## config.mk

```make
export PLATFORM = sky130hd
export DESIGN_NAME = noc_node_rr
export DESIGN_NICKNAME = d
export VERILOG_FILES = /design/src/rtl/noc_node_rr.sv
export SDC_FILE = /design/constraint.sdc
export NUM_CORES = 2
export LEC_CHECK = 0
export CAP_MARGIN = 10
export CORE_MARGIN = 2
export CORE_UTILIZATION = 50
export DETAILED_ROUTE_END_ITERATION = 12
export DONT_BUFFER_PORTS = 1
export GPL_TIMING_DRIVEN = 0
export SKIP_LAST_GASP = 1
export SLEW_MARGIN = 40
export SYNTH_ARGS = -nofsm -noshare
export SYNTH_HDL_FRONTEND = slang
export SYNTH_SLANG_ARGS = --single-unit
```

## constraint.sdc

```tcl
create_clock -name clk -period 12.4 [get_ports clk]
set_clock_uncertainty 0.2 [all_clocks]
set_input_delay 1.86 -clock clk [delete_from_list [all_inputs] [get_ports clk]]
set_output_delay 1.86 -clock clk [all_outputs]
set_load 0.01 [all_outputs]
```

## src/rtl/noc_node_rr.sv

```systemverilog
// -----------------------------------------------------------------------------
// noc_node_rr
// Wormhole-switched mesh router node with round-robin output arbitration.
// Each input owns a FIFO of {last, dest, data}. A head flit looks up its output
// in ROUTE_TABLE. An output locks to one input from grant until that input's
// last flit has gone. A misrouted head is dropped, and the rest of its packet
// is drained and discarded.
//
// Ports
//   clk, rst          : single clock; synchronous active-high reset
//   in_data/dest/last : flit fields per input (flattened, port p at slice p)
//   in_send           : per-input flit valid (FIFO write strobe)
//   in_sendok         : per-output downstream permission (registered internally)
//   out_sendok        : per-input permission to upstream (registered)
//   out_data/dest/last: registered output flit per output port
//   out_send          : registered output valid per output port
//   err               : sticky flags, [p] overflow, [NUM_PORTS+p] misroute
// -----------------------------------------------------------------------------
module noc_node_rr #(
  parameter int NUM_PORTS     = 5,
  parameter int DATAWIDTH     = 32,
  parameter int DESTWIDTH     = 4,
  parameter int FIFO_DEPTH    = 8,
  parameter int LOW_WATERMARK = 2,
  parameter logic [(2**DESTWIDTH)*$clog2(NUM_PORTS)-1:0] ROUTE_TABLE = '0,
  parameter bit ALLOW_UTURN   = 1'b0
) (
  input  logic                           clk,
  input  logic                           rst,
  input  logic [NUM_PORTS*DATAWIDTH-1:0] in_data,
  input  logic [NUM_PORTS*DESTWIDTH-1:0] in_dest,
  input  logic [NUM_PORTS-1:0]           in_last,
  input  logic [NUM_PORTS-1:0]           in_send,
  input  logic [NUM_PORTS-1:0]           in_sendok,
  output logic [NUM_PORTS-1:0]           out_sendok,
  output logic [NUM_PORTS*DATAWIDTH-1:0] out_data,
  output logic [NUM_PORTS*DESTWIDTH-1:0] out_dest,
  output logic [NUM_PORTS-1:0]           out_last,
  output logic [NUM_PORTS-1:0]           out_send,
  output logic [2*NUM_PORTS-1:0]         err
);

  localparam int PW = $clog2(NUM_PORTS);
  localparam int AW = $clog2(FIFO_DEPTH);
  localparam int CW = AW + 1;
  localparam int FW = 1 + DESTWIDTH + DATAWIDTH;

  typedef enum logic {S_IDLE = 1'b0, S_LOCKED = 1'b1} state_t;

  // First requesting input at or after ptr, ascending with wrap; MSB = found.
  function automatic logic [PW:0] rr_pick(input logic [NUM_PORTS-1:0] cand,
                                          input logic [PW-1:0] ptr);
    logic [PW:0] res;
    int          idx;
    res = {(PW+1){1'b0}};
    for (int k = 0; k < NUM_PORTS; k++) begin
      idx = (int'(ptr) + k) % NUM_PORTS;
      if (!res[PW] && cand[idx]) begin
        res = {1'b1, PW'(idx)};
      end
    end
    return res;
  endfunction

  function automatic logic [PW-1:0] next_port(input logic [PW-1:0] idx);
    return (int'(idx) == NUM_PORTS - 1) ? {PW{1'b0}} : idx + PW'(1);
  endfunction

  // Per-input state
  logic [FW-1:0]          r_mem    [NUM_PORTS][FIFO_DEPTH];
  logic [AW-1:0]          r_wr_ptr [NUM_PORTS];
  logic [AW-1:0]          r_rd_ptr [NUM_PORTS];
  logic [CW-1:0]          r_count  [NUM_PORTS];
  logic [NUM_PORTS-1:0]   r_discard;

  // Per-output state
  state_t                 r_state  [NUM_PORTS];
  logic [PW-1:0]          r_owner  [NUM_PORTS];
  logic [PW-1:0]          r_rr_ptr [NUM_PORTS];
  logic [NUM_PORTS-1:0]   r_sendok;

  // Combinational per-input view
  logic [FW-1:0]          w_head     [NUM_PORTS];
  logic [PW-1:0]          w_req_port [NUM_PORTS];
  logic [NUM_PORTS-1:0]   w_nonempty, w_full, w_owned, w_is_head, w_misroute;
  logic [NUM_PORTS-1:0]   w_pop, w_push, w_ovf;

  // Combinational per-output view
  logic [NUM_PORTS-1:0]   w_cand [NUM_PORTS];
  logic [PW:0]            w_pick [NUM_PORTS];
  logic [PW-1:0]          w_src  [NUM_PORTS];
  logic [NUM_PORTS-1:0]   w_active, w_xfer, w_xfer_last;

  // Head decode, ownership and route lookup for every input
  always_comb begin
    for (int p = 0; p < NUM_PORTS; p++) begin
      w_head[p]     = r_mem[p][r_rd_ptr[p]];
      w_nonempty[p] = (r_count[p] != {CW{1'b0}});
      w_full[p]     = (r_count[p] == CW'(FIFO_DEPTH));
      w_req_port[p] = ROUTE_TABLE[int'(w_head[p][FW-2 -: DESTWIDTH]) * PW +: PW];
      w_owned[p]    = 1'b0;
      for (int o = 0; o < NUM_PORTS; o++) begin
        w_owned[p] = w_owned[p] | ((r_state[o] == S_LOCKED) && (r_owner[o] == PW'(p)));
      end
      // Body flits of a locked packet are never looked up: only an unowned,
      // non-discarding input presents a head flit.
      w_is_head[p]  = w_nonempty[p] & ~w_owned[p] & ~r_discard[p];
      w_misroute[p] = w_is_head[p] &
                      ((int'(w_req_port[p]) >= NUM_PORTS) |
                       (~ALLOW_UTURN & (w_req_port[p] == PW'(p))));
    end
  end

  // Arbitration and transfer decision for every output
  always_comb begin
    for (int o = 0; o < NUM_PORTS; o++) begin
      for (int i = 0; i < NUM_PORTS; i++) begin
        w_cand[o][i] = w_is_head[i] & ~w_misroute[i] & (w_req_port[i] == PW'(o));
      end
      w_pick[o]      = rr_pick(w_cand[o], r_rr_ptr[o]);
      // A fresh winner may move its head flit in the very cycle it is granted.
      w_src[o]       = (r_state[o] == S_LOCKED) ? r_owner[o] : w_pick[o][PW-1:0];
      w_active[o]    = (r_state[o] == S_LOCKED) | w_pick[o][PW];
      w_xfer[o]      = w_active[o] & w_nonempty[w_src[o]] & r_sendok[o];
      w_xfer_last[o] = w_xfer[o] & w_head[w_src[o]][FW-1];
    end
  end

  // FIFO pop/push/overflow per input
  always_comb begin
    for (int p = 0; p < NUM_PORTS; p++) begin
      w_pop[p] = w_nonempty[p] & (r_discard[p] | w_misroute[p]);
      for (int o = 0; o < NUM_PORTS; o++) begin
        w_pop[p] = w_pop[p] | (w_xfer[o] & (w_src[o] == PW'(p)));
      end
      // A full FIFO that is popping this cycle still has room for the push.
      w_push[p] = in_send[p] & (~w_full[p] | w_pop[p]);
      w_ovf[p]  = in_send[p] & w_full[p] & ~w_pop[p];
    end
  end

  // FIFO storage; validity is tracked by the pointers, so no reset is needed
  always_ff @(posedge clk) begin
    for (int p = 0; p < NUM_PORTS; p++) begin
      if (w_push[p]) begin
        r_mem[p][r_wr_ptr[p]] <= {in_last[p],
                                  in_dest[p*DESTWIDTH +: DESTWIDTH],
                                  in_data[p*DATAWIDTH +: DATAWIDTH]};
      end
    end
  end

  // Input-side control: pointers, occupancy, discard mode, error flags, sendok
  always_ff @(posedge clk) begin
    if (rst) begin
      for (int p = 0; p < NUM_PORTS; p++) begin
        r_wr_ptr[p] <= {AW{1'b0}};
        r_rd_ptr[p] <= {AW{1'b0}};
        r_count[p]  <= {CW{1'b0}};
      end
      r_discard  <= {NUM_PORTS{1'b0}};
      err        <= {(2*NUM_PORTS){1'b0}};
      out_sendok <= {NUM_PORTS{1'b0}};
    end else begin
      for (int p = 0; p < NUM_PORTS; p++) begin
        if (w_push[p]) begin
          r_wr_ptr[p] <= r_wr_ptr[p] + AW'(1);
        end
        if (w_pop[p]) begin
          r_rd_ptr[p] <= r_rd_ptr[p] + AW'(1);
        end
        case ({w_push[p], w_pop[p]})
          2'b10:   r_count[p] <= r_count[p] + CW'(1);
          2'b01:   r_count[p] <= r_count[p] - CW'(1);
          default: r_count[p] <= r_count[p];
        endcase
        // A dropped multi-flit head leaves the rest of its packet to be drained.
        if (w_misroute[p] && !w_head[p][FW-1]) begin
          r_discard[p] <= 1'b1;
        end else if (r_discard[p] && w_pop[p] && w_head[p][FW-1]) begin
          r_discard[p] <= 1'b0;
        end
        if (w_ovf[p]) begin
          err[p] <= 1'b1;
        end
        if (w_misroute[p]) begin
          err[NUM_PORTS+p] <= 1'b1;
        end
        out_sendok[p] <= ((CW'(FIFO_DEPTH) - r_count[p]) > CW'(LOW_WATERMARK));
      end
    end
  end

  // Output-side: lock FSM, round-robin pointer, sendok skid and output register
  always_ff @(posedge clk) begin
    if (rst) begin
      for (int o = 0; o < NUM_PORTS; o++) begin
        r_state[o]  <= S_IDLE;
        r_owner[o]  <= {PW{1'b0}};
        r_rr_ptr[o] <= {PW{1'b0}};
      end
      r_sendok <= {NUM_PORTS{1'b0}};
      out_send <= {NUM_PORTS{1'b0}};
      out_data <= {(NUM_PORTS*DATAWIDTH){1'b0}};
      out_dest <= {(NUM_PORTS*DESTWIDTH){1'b0}};
      out_last <= {NUM_PORTS{1'b0}};
    end else begin
      for (int o = 0; o < NUM_PORTS; o++) begin
        r_sendok[o] <= in_sendok[o];
        out_send[o] <= w_xfer[o];
        if (w_xfer[o]) begin
          out_data[o*DATAWIDTH +: DATAWIDTH] <= w_head[w_src[o]][DATAWIDTH-1:0];
          out_dest[o*DESTWIDTH +: DESTWIDTH] <= w_head[w_src[o]][FW-2 -: DESTWIDTH];
          out_last[o]                        <= w_head[w_src[o]][FW-1];
        end
        case (r_state[o])
          S_IDLE: begin
            if (w_pick[o][PW]) begin
              r_owner[o] <= w_pick[o][PW-1:0];
              if (w_xfer_last[o]) begin
                // Single-flit packet: grant, move and release together.
                r_state[o]  <= S_IDLE;
                r_rr_ptr[o] <= next_port(w_pick[o][PW-1:0]);
              end else begin
                r_state[o] <= S_LOCKED;
              end
            end
          end
          S_LOCKED: begin
            if (w_xfer_last[o]) begin
              r_state[o]  <= S_IDLE;
              r_rr_ptr[o] <= next_port(r_owner[o]);
            end
          end
          default: r_state[o] <= S_IDLE;
        endcase
      end
    end
  end

endmodule

```

**Cell placement**

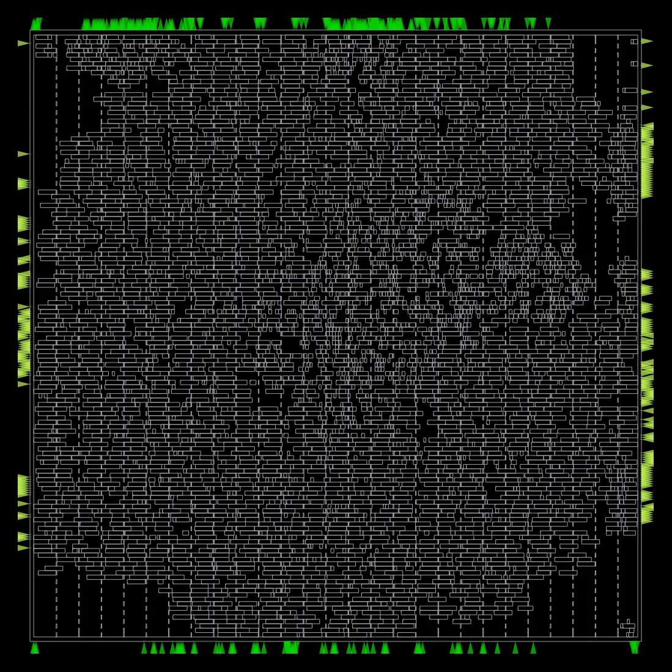
Final Instance Count excl. Fillers: 6107
Layout Utilization: 0.580
registers: 1742

**Drive-strength map**

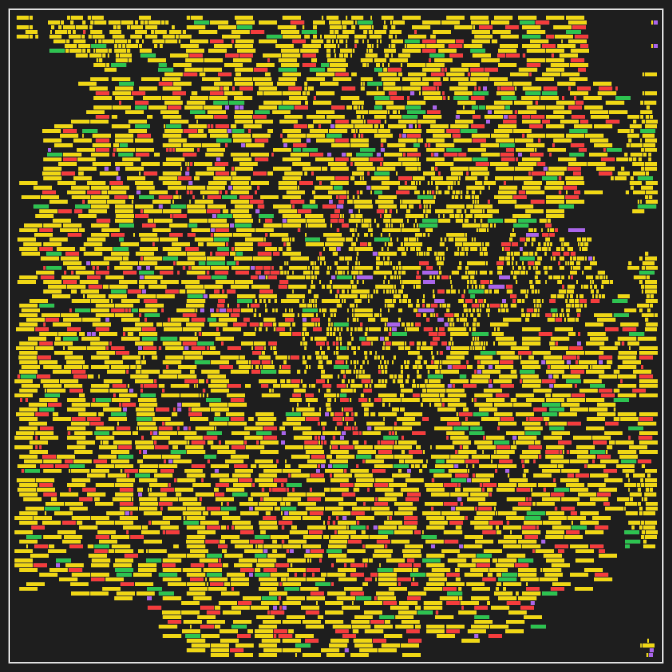
legend:
  green:
    size: drive 6 and up
    cells: 232
    most_used: clkbuf_16
  yellow:
    size: drive 1 or less
    cells: 3093
    most_used: edfxtp_1
  red:
    size: drive 2
    cells: 843
    most_used: mux4_2
  purple:
    size: drive 3 to 4
    cells: 142
    most_used: buf_4

==> metrics.csv <==
metric,value,unit
muxShareOfSynthArea,0.149,
nClkBuffers,233,
warnings,54,
h-tree-depth,4,
clk_pin_slew,0.06,ns
drive_gt1_frac,0.282,
final_antenna_net_count,0,
drv_slew,0,
aoi_share,0.0454,
place_ws,2.42,ns
cp_top_family,simple AND/OR/NAND/NOR gates,
syn_area,69100,um^2
critPathCapture,r_count[3][3]$_SDFFCE_PP0P_,
status,"finished, final reports clean",
maxPowerGroup,combinational logic,
critical_path_class,flip-flop to flip-flop,
clock_path_buffers,3,
clock.fmax,98.2,MHz
slowest_delay,0.74,ns
final_cell_mix,"edfxtp_1 (1538), mux4_2 (370), buf_2 (262)",
cts_made_buffers,177,
hold_start,out_data[74]$_SDFFE_PP0P_,
io_buffer_count,0,
avgSynthCellArea,19.0,um^2
antenna_cells,3,
synth_cells,3646,
ys_chip_area,69100,um^2
intPower,0.0136,W
worstPathRequired,12.75,ns
fin_tns_setup,0,ns
grt_use_met1,0.353,
dp_hpwl,141,mm
min_period,10.19,ns
fp_util,0.503,
yosys.area_share.adder,0.0126,
ys_cells,3646,
grtUsageTotal,0.267,
reg2reg_depth,28,
synthArstFlopShare,0,
area_dominant_class,flip-flops and latches,
ios,402,
reg2reg_from,r_rr_ptr[0][0]$_SDFFCE_PP0P_,
gp_congestion,0.965,
drt_iter0_drc,3783,
synth_flops,1742,
crit_top_cell,ha_1,
final_hold_viol_count,0,
area_delta_synth_final,15.3,%
flop_area,50300,um^2
netlist_top_cells_count,"edfxtp_1 (1538), mux4_2 (370), dfxtp_1 (204)",
grt.busiest_layer,met2,
sh_comb_area,0.228,
grt_pass1_vias,36800,
yosys.area_share.xor_xnor,0.00483,
vias,36800,
synth-edff-count,1538,
pwr-share-seq,0.335,
p_clk_frac,0.227,
finalClockPeriodUsage,0.822,
seq-cell-share,0.631,
largest_reg_flops,1480,
critPathLaunchType,flip-flop,
ctsHoldBuffers,0,
multi_input_comb_cells,1640,
buf_share,0.0393,
leakage,26.7,nW
simple_gate_share,0.0443,
core_area,137000,um^2
synthFlopType,edfxtp_1,
die_area,141000,um^2
wl,188,mm
cts_resized,0,
dr_wl_met2,85.6,mm
dpl.cell_count,5781,
startpoint,r_rr_ptr[0][0]$_SDFFCE_PP0P_,
power,0.0228,W
fillers,10200,
setup_slack,2.21,ns
grt-ovfl-total,0,
clk_share,0.0710,
min_to,out_data[74]$_SDFFE_PP0P_,
rows,136,
path_max_fanout,10,
tightest_slew,0.974,ns
n_all_inverters,57,
via_per_inst,6.03,
**Clock distribution**

The bar under the picture is 100 um long.
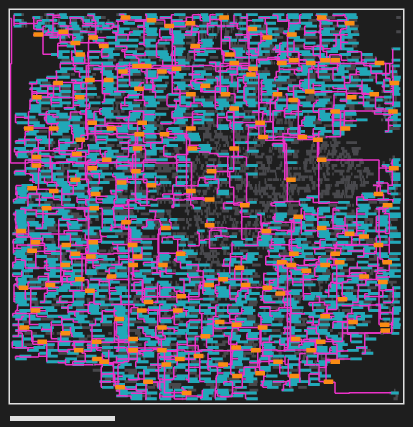
legend:
  magenta:
    item: clock wires
    length: 19800 um
  cyan:
    item: flip-flops
    count: 1742
  orange:
    item: cells driving clock nets
    count: 177
flops lie: widely spread

**Register map, names as in the netlist**

The bar under the picture is 100 um long. Other sequential cells in the stronger grey, the rest of the logic in the fainter grey.
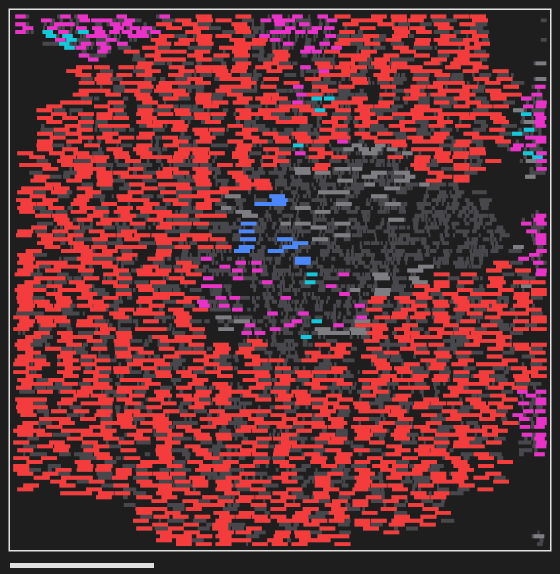
legend:
  magenta:
    signal: `out_data`
    sequential_cells: 160
    where: widely spread
  red:
    signal: `r_mem`
    sequential_cells: 1480
    where: widely spread
  blue:
    signal: `r_wr_ptr`
    sequential_cells: 15
    where: middle
  cyan:
    signal: `out_dest`
    sequential_cells: 20

Power and IR drop assume default switching activity.
